**src/rtl/box_display_fx_if.sv**
```systemverilog
// Pixel-pipeline bus between the video timing source and the box overlay:
// raster position, frame pulse, per-frame controls and the overlay result.
interface box_display_fx_if;
  logic [11:0] hcount4;
  logic [10:0] vcount_in;
  logic        frame_start_in;
  logic [1:0]  mode_in;
  logic        select_in;
  logic [11:0] box_pixel_out;
  logic        in_box_out;

  modport master (
    output hcount4, vcount_in, frame_start_in, mode_in, select_in,
    input  box_pixel_out, in_box_out
  );

  modport slave (
    input  hcount4, vcount_in, frame_start_in, mode_in, select_in,
    output box_pixel_out, in_box_out
  );
endinterface

```
**src/rtl/box_display_fx.sv**
```systemverilog
// Rectangle overlay with configurable border thickness, fill, blink and select
// highlight; two-stage pipeline, controls latched only on frame_start_in.
module box_display_fx #(
  parameter int          BOX_START_X  = 0,
  parameter int          BOX_END_X    = 0,
  parameter int          BOX_START_Y  = 0,
  parameter int          BOX_END_Y    = 0,
  parameter int          BORDER_W     = 1,
  parameter logic [11:0] BOX_COLOR    = 12'h555,
  parameter logic [11:0] HILITE_COLOR = 12'hFFF,
  parameter logic [11:0] FILL_COLOR   = 12'h111,
  parameter int          BLINK_FRAMES = 30
) (
  input logic             clk_in,
  input logic             rst_in,
  box_display_fx_if.slave bus
);

  localparam int CW = $clog2(BLINK_FRAMES + 1);

  // A border thicker than half the box swallows the interior entirely.
  localparam bit INNER_EN = ((2 * BORDER_W) <= (BOX_END_X - BOX_START_X + 1)) &&
                            ((2 * BORDER_W) <= (BOX_END_Y - BOX_START_Y + 1));

  localparam logic [11:0] X_LO    = 12'(BOX_START_X);
  localparam logic [11:0] X_HI    = 12'(BOX_END_X);
  localparam logic [10:0] Y_LO    = 11'(BOX_START_Y);
  localparam logic [10:0] Y_HI    = 11'(BOX_END_Y);
  localparam logic [11:0] X_IN_LO = INNER_EN ? 12'(BOX_START_X + BORDER_W) : 12'd0;
  localparam logic [11:0] X_IN_HI = INNER_EN ? 12'(BOX_END_X - BORDER_W)   : 12'd0;
  localparam logic [10:0] Y_IN_LO = INNER_EN ? 11'(BOX_START_Y + BORDER_W) : 11'd0;
  localparam logic [10:0] Y_IN_HI = INNER_EN ? 11'(BOX_END_Y - BORDER_W)   : 11'd0;

  localparam logic [1:0] MODE_OFF     = 2'd0;
  localparam logic [1:0] MODE_OUTLINE = 2'd1;
  localparam logic [1:0] MODE_FILL    = 2'd2;
  localparam logic [1:0] MODE_BLINK   = 2'd3;

  typedef enum logic {PH_SHOW = 1'b0, PH_HIDE = 1'b1} phase_e;

  logic          outer_s, inner_s;
  logic          outer_r, border_r, fill_r;
  logic [1:0]    mode_r;
  logic          sel_r;
  logic [11:0]   bc_s, color_s;
  logic [11:0]   pixel_r;
  logic          in_box_r;
  logic [CW-1:0] cnt_r, cnt_nxt_s;
  phase_e        phase_r, phase_nxt_s;

  // Region decode of the current raster position
  always_comb begin
    outer_s = (bus.hcount4 >= X_LO) && (bus.hcount4 <= X_HI) &&
              (bus.vcount_in >= Y_LO) && (bus.vcount_in <= Y_HI);
    inner_s = INNER_EN &&
              (bus.hcount4 >= X_IN_LO) && (bus.hcount4 <= X_IN_HI) &&
              (bus.vcount_in >= Y_IN_LO) && (bus.vcount_in <= Y_IN_HI);
  end

  // Stage 1: region flags
  always_ff @(posedge clk_in or posedge rst_in) begin
    if (rst_in) begin
      outer_r  <= 1'b0;
      border_r <= 1'b0;
      fill_r   <= 1'b0;
    end else begin
      outer_r  <= outer_s;
      border_r <= outer_s & ~inner_s;
      fill_r   <= inner_s;
    end
  end

  // Per-frame control latch; mid-frame changes on the inputs are ignored
  always_ff @(posedge clk_in or posedge rst_in) begin
    if (rst_in) begin
      mode_r <= MODE_OFF;
      sel_r  <= 1'b0;
    end else if (bus.frame_start_in) begin
      mode_r <= bus.mode_in;
      sel_r  <= bus.select_in;
    end else begin
      mode_r <= mode_r;
      sel_r  <= sel_r;
    end
  end

  // Blink phase/counter next state; entering blink restarts on the visible phase
  always_comb begin
    cnt_nxt_s   = cnt_r;
    phase_nxt_s = phase_r;
    if (bus.frame_start_in) begin
      if ((bus.mode_in == MODE_BLINK) && (mode_r != MODE_BLINK)) begin
        cnt_nxt_s   = {CW{1'b0}};
        phase_nxt_s = PH_SHOW;
      end else if (cnt_r == CW'(BLINK_FRAMES - 1)) begin
        cnt_nxt_s   = {CW{1'b0}};
        phase_nxt_s = (phase_r == PH_SHOW) ? PH_HIDE : PH_SHOW;
      end else begin
        cnt_nxt_s   = cnt_r + CW'(1);
        phase_nxt_s = phase_r;
      end
    end else begin
      cnt_nxt_s   = cnt_r;
      phase_nxt_s = phase_r;
    end
  end

  // Blink state register
  always_ff @(posedge clk_in or posedge rst_in) begin
    if (rst_in) begin
      cnt_r   <= {CW{1'b0}};
      phase_r <= PH_SHOW;
    end else begin
      cnt_r   <= cnt_nxt_s;
      phase_r <= phase_nxt_s;
    end
  end

  // Colour selection from the stage-1 flags and latched controls
  always_comb begin
    bc_s    = sel_r ? HILITE_COLOR : BOX_COLOR;
    color_s = 12'h000;
    case (mode_r)
      MODE_OFF: color_s = 12'h000;
      MODE_OUTLINE: begin
        if (border_r) color_s = bc_s;
        else          color_s = 12'h000;
      end
      MODE_FILL: begin
        if (border_r)    color_s = bc_s;
        else if (fill_r) color_s = FILL_COLOR;
        else             color_s = 12'h000;
      end
      MODE_BLINK: begin
        if (border_r && (phase_r == PH_SHOW)) color_s = bc_s;
        else                                  color_s = 12'h000;
      end
      default: color_s = 12'h000;
    endcase
  end

  // Stage 2: registered pixel and aligned outer flag
  always_ff @(posedge clk_in or posedge rst_in) begin
    if (rst_in) begin
      pixel_r  <= 12'h000;
      in_box_r <= 1'b0;
    end else begin
      pixel_r  <= color_s;
      in_box_r <= outer_r;
    end
  end

  assign bus.box_pixel_out = pixel_r;
  assign bus.in_box_out    = in_box_r;

endmodule
```
**src/flat_wrapper.sv**
```systemverilog
// flat-port wrapper written by rule: the top's interface ports become plain ports
module box_display_fx_flat 
#(
  parameter int          BOX_START_X  = 0,
  parameter int          BOX_END_X    = 0,
  parameter int          BOX_START_Y  = 0,
  parameter int          BOX_END_Y    = 0,
  parameter int          BORDER_W     = 1,
  parameter logic [11:0] BOX_COLOR    = 12'h555,
  parameter logic [11:0] HILITE_COLOR = 12'hFFF,
  parameter logic [11:0] FILL_COLOR   = 12'h111,
  parameter int          BLINK_FRAMES = 30
)
  (clk_in, rst_in, bus_hcount4, bus_vcount_in, bus_frame_start_in, bus_mode_in, bus_select_in, bus_box_pixel_out, bus_in_box_out);
  box_display_fx_if bus_i ();
  input logic clk_in;
  input logic rst_in;
  input wire logic [$bits(bus_i.hcount4)-1:0] bus_hcount4;
  input wire logic [$bits(bus_i.vcount_in)-1:0] bus_vcount_in;
  input wire logic [$bits(bus_i.frame_start_in)-1:0] bus_frame_start_in;
  input wire logic [$bits(bus_i.mode_in)-1:0] bus_mode_in;
  input wire logic [$bits(bus_i.select_in)-1:0] bus_select_in;
  output wire logic [$bits(bus_i.box_pixel_out)-1:0] bus_box_pixel_out;
  output wire logic [$bits(bus_i.in_box_out)-1:0] bus_in_box_out;
  assign bus_i.hcount4 = bus_hcount4;
  assign bus_i.vcount_in = bus_vcount_in;
  assign bus_i.frame_start_in = bus_frame_start_in;
  assign bus_i.mode_in = bus_mode_in;
  assign bus_i.select_in = bus_select_in;
  assign bus_box_pixel_out = bus_i.box_pixel_out;
  assign bus_in_box_out = bus_i.in_box_out;
  box_display_fx #(.BOX_START_X(BOX_START_X), .BOX_END_X(BOX_END_X), .BOX_START_Y(BOX_START_Y), .BOX_END_Y(BOX_END_Y), .BORDER_W(BORDER_W), .BOX_COLOR(BOX_COLOR), .HILITE_COLOR(HILITE_COLOR), .FILL_COLOR(FILL_COLOR), .BLINK_FRAMES(BLINK_FRAMES)) u_core (.clk_in(clk_in), .rst_in(rst_in), .bus(bus_i));
endmodule
```
**config.mk**
```make
export PLATFORM = sky130hd
export DESIGN_NAME = box_display_fx_flat
export DESIGN_NICKNAME = d
export VERILOG_FILES = /design/src/rtl/box_display_fx_if.sv /design/src/rtl/box_display_fx.sv /design/src/flat_wrapper.sv
export SDC_FILE = /design/constraint.sdc
export NUM_CORES = 1
export LEC_CHECK = 0
export CAP_MARGIN = 40
export CORE_MARGIN = 2
export CORE_UTILIZATION = 36
export CTS_BUF_LIST = sky130_fd_sc_hd__clkbuf_16
export CTS_CLUSTER_SIZE = 8
export DETAILED_ROUTE_END_ITERATION = 10
export PLACE_DENSITY = 0.84
export SLEW_MARGIN = 10
export SYNTH_ARGS = -nofsm -noshare
export SYNTH_HDL_FRONTEND = slang
export SYNTH_SLANG_ARGS = --single-unit
```
**constraint.sdc**
```tcl
create_clock -name clk_in -period 1.5 [get_ports clk_in]
set_clock_uncertainty 0.05 [all_clocks]
set_input_delay 0.3 -clock clk_in [delete_from_list [all_inputs] [get_ports clk_in]]
set_output_delay 0.3 -clock clk_in [all_outputs]
set_load 0.05 [all_outputs]
```
==> deck_impl_summary.md <==
Implementation Results

Floorplanning
  – N_taps: 27
  – Initial Utilization: 0.3832

GRT
  – Largest net degree at the start of global routing: 14
  – Congestion Overflow GR: 0

Power
  – Power Clock: 492 µW
  – Clock power share: 0.385
  – PwrDens: 951.5 nW/µm²
  – P_sw: 340.9 µW
  – Peak VDD IR: 467.3 µV
  – LEAKAGE: 0.5775 nW
  – Sw Ratio: 0.2668

Logic synthesis
  – Commonest cells post-synth: 13 x dfrtp_1, 10 x buf_4, 6 x inv_1
  – Comb area leader: simple AND/OR/NAND/NOR gates
  – Mux area share: 0.02801
  – Simple share: 0.2257
  – Post-synthesis cell area: 759.5 µm²
  – Average size of a mapped cell: 10.26 µm²
  – Post-synthesis sequential area ratio: 0.4283
  – Synth async-reset ratio: 1.000
  – Area share of fa/ha/maj cells after synthesis: 0.06590
  – Gate Count Post-Synth: 74
  – XORs/XNORs by Area: 0

Timing
  – Final Worst Setup Slack: 0.03302 ns
  – Slew Viols, Final: 0
  – Slew @ Worst Pin: 0.5261 ns
  – Post-route setup TNS: 0 ns
  – Tmin final: 1.467 ns
  – Fin crit share: 0.9780
  – Endpoints failing setup: 0

Setup path
  – R2r setup slk: 0.21 ns
  – Crit. path cell count: 1
  – Worst Setup Path Type: register to output port
  – Worst flop-to-flop path startpoint: u_core.cnt_r[0]$_DFFE_PP0P_
  – Critical Path AT: 1.12 ns
  – CP delay by family, top: flip-flops
  – Critical Path End: bus_box_pixel_out[10]
  – Critical Path, Cell by Cell: buf_12
  – Buf+Inv Stages, Crit Path: 1
  – R2R depth: 4

Layout
  – Non-Filler Instances: 137
  – Sequential standard cell area: 326.6 µm²
  – Logic area: 325.3 µm²
  – Non-clock buffers: 43
  – Combinational share of cell area: 0.2423
  – Cell area after layout: 1343 µm²

Drt
  – 1st-pass router iterations: 4
  – Detail Route met2 WL: 963 µm
  – DRC viols: 0
  – Initial drt markers: 5

Placed design
  – Detailed Place HPWL: 1.521 mm
  – Post-DP Area: 1262 µm²

Clock tree
  – Clock sinks: 13
  – TritonCTS buffer count: 3
  – Hold-fix buffers, CTS: 0
  – Clock buffer depth: 2
  – Latency at later pin: 0.24 ns
  – Htree depth: 1
  – CTS resizes: 0

Run status
  – Status: finished, final reports clean
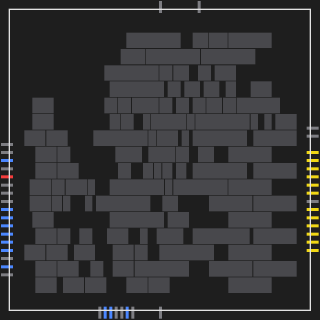
(images/pinout.png)
Drawn at 6 px/µm. Pins as bars across the die edge, other pins in grey.
legend:
  bus_box_pixel_out:
    colour: yellow
    pins: 12
    direction: output
    edge: right
  rst_in:
    colour: red
    pins: 1
    direction: input
    edge: left
  bus_vcount_in:
    colour: blue
    pins: 11
    direction: input
    edge: 8 left, 3 bottom
Die Width: 49.93 µm
Port Buffers: 41
Die Ht: 49.93 µm

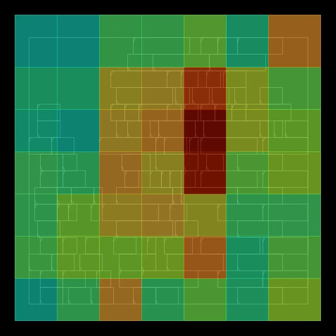
(images/congestion_map.png)
WL/cell: 13.17 µm
fin util: 0.6774
GR met3 Demand/Resource: 0.03333
Most Used Layer, Global Route: met2
gr usage total: 0.1640

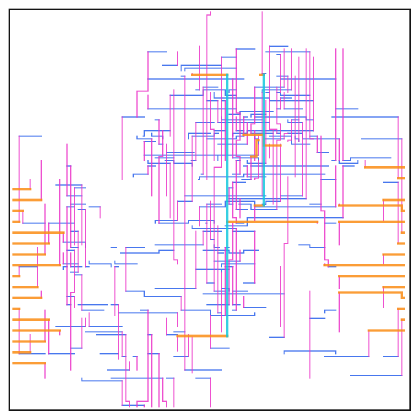
(images/layers.png)
Drawn at 8 px/µm.
legend:
  M2:
    colour: magenta
    wire_length: 963 µm
  M1:
    colour: blue
    wire_length: 641 µm
  M3:
    colour: orange
    wire_length: 150 µm
  M4:
    colour: cyan
    wire_length: 49.0 µm
Routed WL: 1.804 mm
via count: 695

Power and IR drop assume default switching activity.
